File: src/rtl/seg7_scan_decoder.sv
// Loop-back monitor for a multiplexed active-low 7-segment bus: waits for each
// digit enable to settle, samples the segment lines once and decodes them to BCD.
module seg7_scan_decoder #(
    parameter int NUM_DIGITS    = 4,
    parameter int SETTLE_CYCLES = 4
) (
    input  logic                      clk,
    input  logic                      rst,
    input  logic [NUM_DIGITS-1:0]     an_n,
    input  logic [6:0]                seg_n,
    output logic [4*NUM_DIGITS-1:0]   digits,
    output logic [NUM_DIGITS-1:0]     digit_valid,
    output logic                      frame_done,
    output logic                      err
);

    localparam int CW = $clog2(SETTLE_CYCLES + 1);

    typedef enum logic [1:0] {
        ST_WAIT,
        ST_CAPTURE,
        ST_HELD
    } state_t;

    state_t                    r_state;
    state_t                    w_state_nxt;
    logic [NUM_DIGITS-1:0]     r_an_prev;
    logic [CW-1:0]             r_stable_cnt;
    logic [CW-1:0]             w_stable_cnt_nxt;
    logic [NUM_DIGITS-1:0]     r_seen;
    logic [NUM_DIGITS-1:0]     w_seen_nxt;
    logic [4*NUM_DIGITS-1:0]   r_digits;
    logic [4*NUM_DIGITS-1:0]   w_digits_nxt;
    logic [NUM_DIGITS-1:0]     r_valid;
    logic [NUM_DIGITS-1:0]     w_valid_nxt;
    logic                      r_frame_done;
    logic                      w_frame_done_nxt;
    logic                      r_err;
    logic                      w_err_nxt;

    logic                      w_same;
    logic                      w_fire;
    logic [NUM_DIGITS-1:0]     w_sel;
    logic                      w_one_hot;
    logic                      w_multi;
    logic [3:0]                w_dec_val;
    logic                      w_dec_legal;
    logic                      w_dec_blank;

    assign w_same    = (an_n == r_an_prev);
    assign w_sel     = ~an_n;
    assign w_one_hot = ($countones(w_sel) == 1);
    assign w_multi   = ($countones(w_sel) > 1);
    // The capture edge is the one on which stable_cnt would reach SETTLE_CYCLES
    assign w_fire    = (r_state == ST_WAIT) && w_same &&
                       (r_stable_cnt == CW'(SETTLE_CYCLES - 1));

    always_comb begin
        w_dec_val   = 4'hF;
        w_dec_legal = 1'b1;
        w_dec_blank = 1'b0;
        unique case (seg_n)
            7'b0000001: w_dec_val = 4'd0;
            7'b1001111: w_dec_val = 4'd1;
            7'b0010010: w_dec_val = 4'd2;
            7'b0000110: w_dec_val = 4'd3;
            7'b1001100: w_dec_val = 4'd4;
            7'b0100100: w_dec_val = 4'd5;
            7'b0100000: w_dec_val = 4'd6;
            7'b0001111: w_dec_val = 4'd7;
            7'b0000000: w_dec_val = 4'd8;
            7'b0000100: w_dec_val = 4'd9;
            7'b1111111: w_dec_blank = 1'b1;
            default:    w_dec_legal = 1'b0;
        endcase
    end

    always_comb begin
        w_state_nxt = r_state;
        unique case (r_state)
            ST_WAIT:    if (w_fire) w_state_nxt = ST_CAPTURE;
            ST_CAPTURE: w_state_nxt = w_same ? ST_HELD : ST_WAIT;
            ST_HELD:    if (!w_same) w_state_nxt = ST_WAIT;
            default:    w_state_nxt = ST_WAIT;
        endcase
    end

    always_comb begin
        if (!w_same)
            w_stable_cnt_nxt = '0;
        else if (r_stable_cnt < CW'(SETTLE_CYCLES))
            w_stable_cnt_nxt = r_stable_cnt + CW'(1);
        else
            w_stable_cnt_nxt = r_stable_cnt;
    end

    always_comb begin
        w_digits_nxt     = r_digits;
        w_valid_nxt      = r_valid;
        w_seen_nxt       = r_seen;
        w_frame_done_nxt = 1'b0;
        w_err_nxt        = 1'b0;
        if (w_fire && w_one_hot) begin
            for (int unsigned i = 0; i < NUM_DIGITS; i++) begin
                if (w_sel[i]) begin
                    if (w_dec_legal) begin
                        w_digits_nxt[4*i +: 4] = w_dec_val;
                        w_valid_nxt[i]         = !w_dec_blank;
                    end else begin
                        w_valid_nxt[i]         = 1'b0;
                    end
                end
            end
            w_err_nxt  = !w_dec_legal;
            w_seen_nxt = r_seen | w_sel;
            if (w_seen_nxt == '1) begin
                w_frame_done_nxt = 1'b1;
                w_seen_nxt       = '0;
            end
        end else if (w_fire && w_multi) begin
            w_err_nxt = 1'b1;
        end
    end

    always_ff @(posedge clk) begin
        if (rst) begin
            r_state      <= ST_WAIT;
            r_an_prev    <= '1;
            r_stable_cnt <= '0;
            r_seen       <= '0;
            r_digits     <= '0;
            r_valid      <= '0;
            r_frame_done <= 1'b0;
            r_err        <= 1'b0;
        end else begin
            r_state      <= w_state_nxt;
            r_an_prev    <= an_n;
            r_stable_cnt <= w_stable_cnt_nxt;
            r_seen       <= w_seen_nxt;
            r_digits     <= w_digits_nxt;
            r_valid      <= w_valid_nxt;
            r_frame_done <= w_frame_done_nxt;
            r_err        <= w_err_nxt;
        end
    end

    assign digits      = r_digits;
    assign digit_valid = r_valid;
    assign frame_done  = r_frame_done;
    assign err         = r_err;

endmodule

File: config.mk
export PLATFORM = sky130hd
export DESIGN_NAME = seg7_scan_decoder
export DESIGN_NICKNAME = d
export VERILOG_FILES = /design/src/rtl/seg7_scan_decoder.sv
export SDC_FILE = /design/constraint.sdc
export NUM_CORES = 1
export LEC_CHECK = 0
export CORE_ASPECT_RATIO = 1.2
export CORE_UTILIZATION = 57
export CTS_BUF_LIST = sky130_fd_sc_hd__clkbuf_4 sky130_fd_sc_hd__clkbuf_8
export DETAILED_ROUTE_END_ITERATION = 16
export PLACE_DENSITY = 0.87
export SKIP_CTS_REPAIR_TIMING = 1
export SLEW_MARGIN = 30
export SYNTH_ARGS = -nofsm -noshare
export SYNTH_HDL_FRONTEND = slang
export SYNTH_SLANG_ARGS = --single-unit
File: constraint.sdc
create_clock -name clk -period 7.8 [get_ports clk]
set_input_delay 1.56 -clock clk [delete_from_list [all_inputs] [get_ports clk]]
set_output_delay 1.56 -clock clk [all_outputs]
set_load 0.02 [all_outputs]
Fig. 1: metal 1
(4 px per µm) Supply wires on this layer in grey.
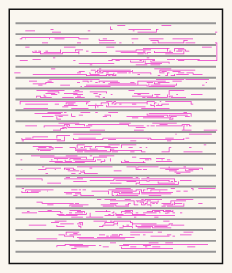
- longest straight run: 21.2 µm
- share of all routed wire: 40%

Fig. 2: the clock network
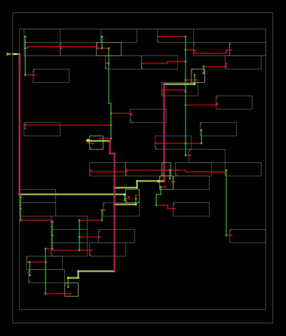
Final Skew: 0.0127 ns
clock sinks: 35

Fig. 3: clock network drawn from the DEF
(6 px per µm)
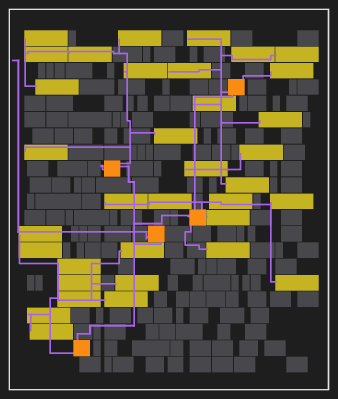
- flip-flops: yellow (count 35)
- clock wires: purple (length 424 µm)
- clock drivers: orange (count 5)
- routed clock nets: 6

Fig. 4: signal wires on met3
(8 px per µm)
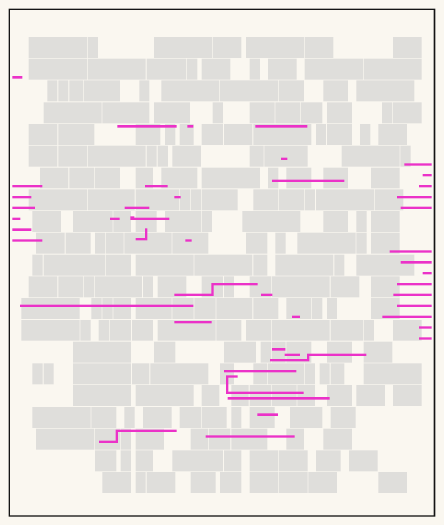
- share of all routed wire: 5.0%
- main direction: horizontal
- wire length on this layer: 207 µm

Fig. 5: placement density heat map
(6 px per µm) The die is cut into 5 by 6 equal tiles; white is low, dark blue is high, 0 to 100% covered.
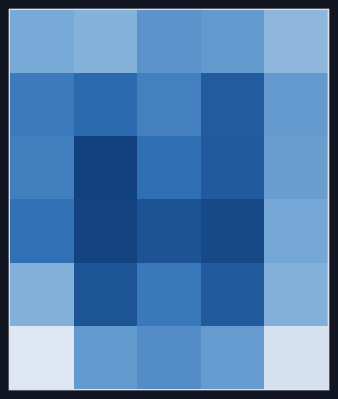
- mean over tiles: 64%
- fullest tile: 93%
- tiles over 75% full: 30%
core area: 2860 µm²
Initial Utilization: 0.620
final core occ: 0.761

-- cells in the mapped netlist, drive strengths merged, types with 2 or more instances --
cell type  count  area share
a211oi         5       0.024
a21oi          3      0.0084
a221oi        14       0.073
a22oi          3       0.018
and2           4       0.017
and3           2      0.0099
buf            3       0.015
clkbuf         2      0.0042
dfxtp         35        0.39
ha             6       0.042
inv           25       0.053
nand2          7       0.015
nand2b         2       0.011
nand3          2      0.0084
nand4          2       0.015
nor2          13       0.027
nor3           5       0.039
nor3b          3       0.015
nor4           5       0.021
o211a          3       0.017
o21a           4       0.017
o21ai          7       0.030
o22ai          2      0.0070
o31a           2      0.0099
xnor2          5       0.025
xor2           2      0.0099
-- worst min-delay path, cell delays in order, from the launching register on --
cell and delay (ns):
dfxtp_1 0.33, inv_1 0.05, a221oi_1 0.06
-- power breakdown --
part           switching [mW]  leakage [nW]  internal (mW)
Clock                  0.0593        0.0341         0.0417
Sequential            0.00138         0.283          0.181
Combinational          0.0268         0.492         0.0190
-- per-layer routing --
layer  vias to the layer above  global-route usage  part of all wire
met5                         -                   0                 0
met4                         0               0.178             0.036
met3                        20              0.0773             0.050
met2                        58               0.449              0.52
met1                       722               0.311              0.39
li1                        716                   -                 -
-- layout make-up --
type,instances,area [µm²]
multi-input cells,112,947
flip-flops and latches,35,701
fillers,203,683
repair buffers,34,340
inverters,25,93.8
clock buffers,6,51.3
well taps,34,42.5
clock inverters,1,5.00
-- state kept, by name (all words and copies together), names as in the netlist --
| signal | count |
|---|---|
| frame_done | 1 |
| err | 1 |
| digits | 16 |
| digit_valid | 4 |
| r_state | 2 |
| r_stable_cnt | 3 |
| r_an_prev | 4 |
| r_seen | 4 |
-- kinds of logic (layout without fill, tap and decap cells) --
logic type | Yosys count | after routing
adders and majority gates | 7 | 7
xor gates and xnor gates | 7 | 7
and+or+nand+nor | 49 | 49
muxes | 1 | 1
DFF | 35 | 35
AOI/OAI and AO/OA | 48 | 48
buffers and inverters | 30 | 66
-- stage by stage --
stage                     cells  hold WS [ns]  power [mW]  area [µm²]  setup slack [ns]
final                       247         0.483       0.329        2180              3.35
after global routing        247         0.499       0.340        2180              3.11
after CTS                   247         0.481       0.330        2180              3.35
after detailed placement    240         0.465       0.232        2120              2.97
after global placement      240         0.451       0.228        2120              3.19
after floorplan             177         0.441       0.215        1780              3.95
-- worst min path at each step --
stage                                          to  cells past startpoint  slack [ns]                     from
after global routing      digits[10]$_SDFFE_PP0P_                      2        0.50  digits[10]$_SDFFE_PP0P_
final                     digits[10]$_SDFFE_PP0P_                      2        0.48  digits[10]$_SDFFE_PP0P_
after floorplan            r_seen[0]$_SDFFE_PP0P_                      1        0.44   r_seen[0]$_SDFFE_PP0P_
after detailed placement  digits[12]$_SDFFE_PP0P_                      2        0.47  digits[12]$_SDFFE_PP0P_
after CTS                 digits[12]$_SDFFE_PP0P_                      2        0.48  digits[12]$_SDFFE_PP0P_
after global placement     r_seen[2]$_SDFFE_PP0P_                      1        0.45   r_seen[2]$_SDFFE_PP0P_
==> changes_impl.md <==
### Implementation results

- Die Span Y: 63.2 µm
- Die width: 53.0 µm
- GRT overflow: 0
- CP Cell Sequence: clkdlybuf4s50_1, fa_1, inv_1, ha_1, inv_1, ha_1, nor3b_2, nand3_2, nor3_4, o21ai_2, a221oi_1
- Ys cells: 177
- Setup crit start: an_n[3]
- Synth Instances: 177
- Die area: 3350 µm²
- Crit end category: flop
- Commonest non-fill, non-tap cell in the layout: dfxtp_1
- Ratio of cells with drive above 1 in the final layout: 0.141
- Io pins: 35
- DR WL/cell: 16.8 µm
- Fraction of registers with async set/reset: 0
- MUX share of area: 0.00563
- Clock-pin slew on the worst setup and hold paths: 0.11 ns
- Crit path max-delay family: simple AND/OR/NAND/NOR gates
- Post-detail-place hpwl: 3.19 mm
- Power Density: 151 nW/µm²
- Most common logic cells in the final layout: dfxtp_1, clkdlybuf4s50_1, inv_1, nor2_1, a221oi_1
- Pin slew with the least headroom to its limit: 0.789 ns
- Max-slew headroom: 0.472
- Ys flops: 35
- Initial detailed-routing violation count: 47
- Crit path launch type: input pin
- Final Hold Viols: 0
- Residual DRC: 0
- Syn_nets: 197
- Slowest cell on crit path: clkdlybuf4s50_1
- Post-Synth Adder-Cell Area: 0.0535
- Required @ worst endpoint: 8.03 ns
- Worst Hold Class: reg2reg
- Bufs and invs on worst path: 3
- Fmax: 0.224 GHz
- Number of global-route vias before repair: 1,523
- Post-synth cell types: 51
- Worst flop-to-flop path endpoint: digits[6]$_SDFFE_PP0P_
- First-pass GRT wire length: 6.89 mm
- Synth Warn #: 0
- Aoi share: 0.237
- Crit-path max cell delay: 0.61 ns
- Vias/cell: 6.14
- Area growth, synth to finish: 22.7%
- Post-synth seq share: 0.394
- GPL Wtd Cong: 0.868
- LEAKAGE: 0.810 nW
- Final period util: 0.571
- Critical path class: in2reg
- Stages on worst setup path: 11
- PortBufs: 34
- # setup viols final: 0
- Reg2reg path depth: 6
- Comb area leader: AND-OR/OR-AND gates
- Routed wire length: 4.15 mm
- CP Max Fanout: 9
- Post-synth area from yosys stat: 1780 µm²
- CTS Buffer Depth: 2
- Total Routing Usage GR: 0.279
- RSZ-0062 raised after global routing: no
- CTS tree: built
- DR pass1 iterations: 4
- Top_reg_cell synth: dfxtp_1
- Simple Share, Synth: 0.203
- OpenROAD warnings: 28
- TNS Setup: 0 ns
- XOR Share, Synth: 0.0345
- Worst-case vdd ir drop: 0.106 mV
- Syn Area/Cell: 10.0 µm²
- Mapped cell area: 1780 µm²
- Setup crit end: digits[6]$_SDFFE_PP0P_
- Post-synth EDFFs: 0
- Via count: 1,516
- Latency at later pin: 0.35 ns
- R2R Setup Slk: 5.86 ns
- Critical R2R Launch: r_stable_cnt[0]$_SDFFE_PP0N_
- WP data arrival: 4.68 ns
- Maximum number of pins on one net before global-route repair: 21
- Max-cap violations: 0
- H-tree Lvls: 2
- Initial antenna violation count: 0
- Clock root buffer: clkbuf_4
- CTS buffer count: 5
- ANT nets after route: 0
- Fin crit period: 4.45 ns
- FP Rows: 21
- N_diodes: 0
- Final Max Slew Viols: 0
- NumNets Final: 233
- Run status: finished clean
Power figures rest on the tool's default switching activity, not on a simulated workload.
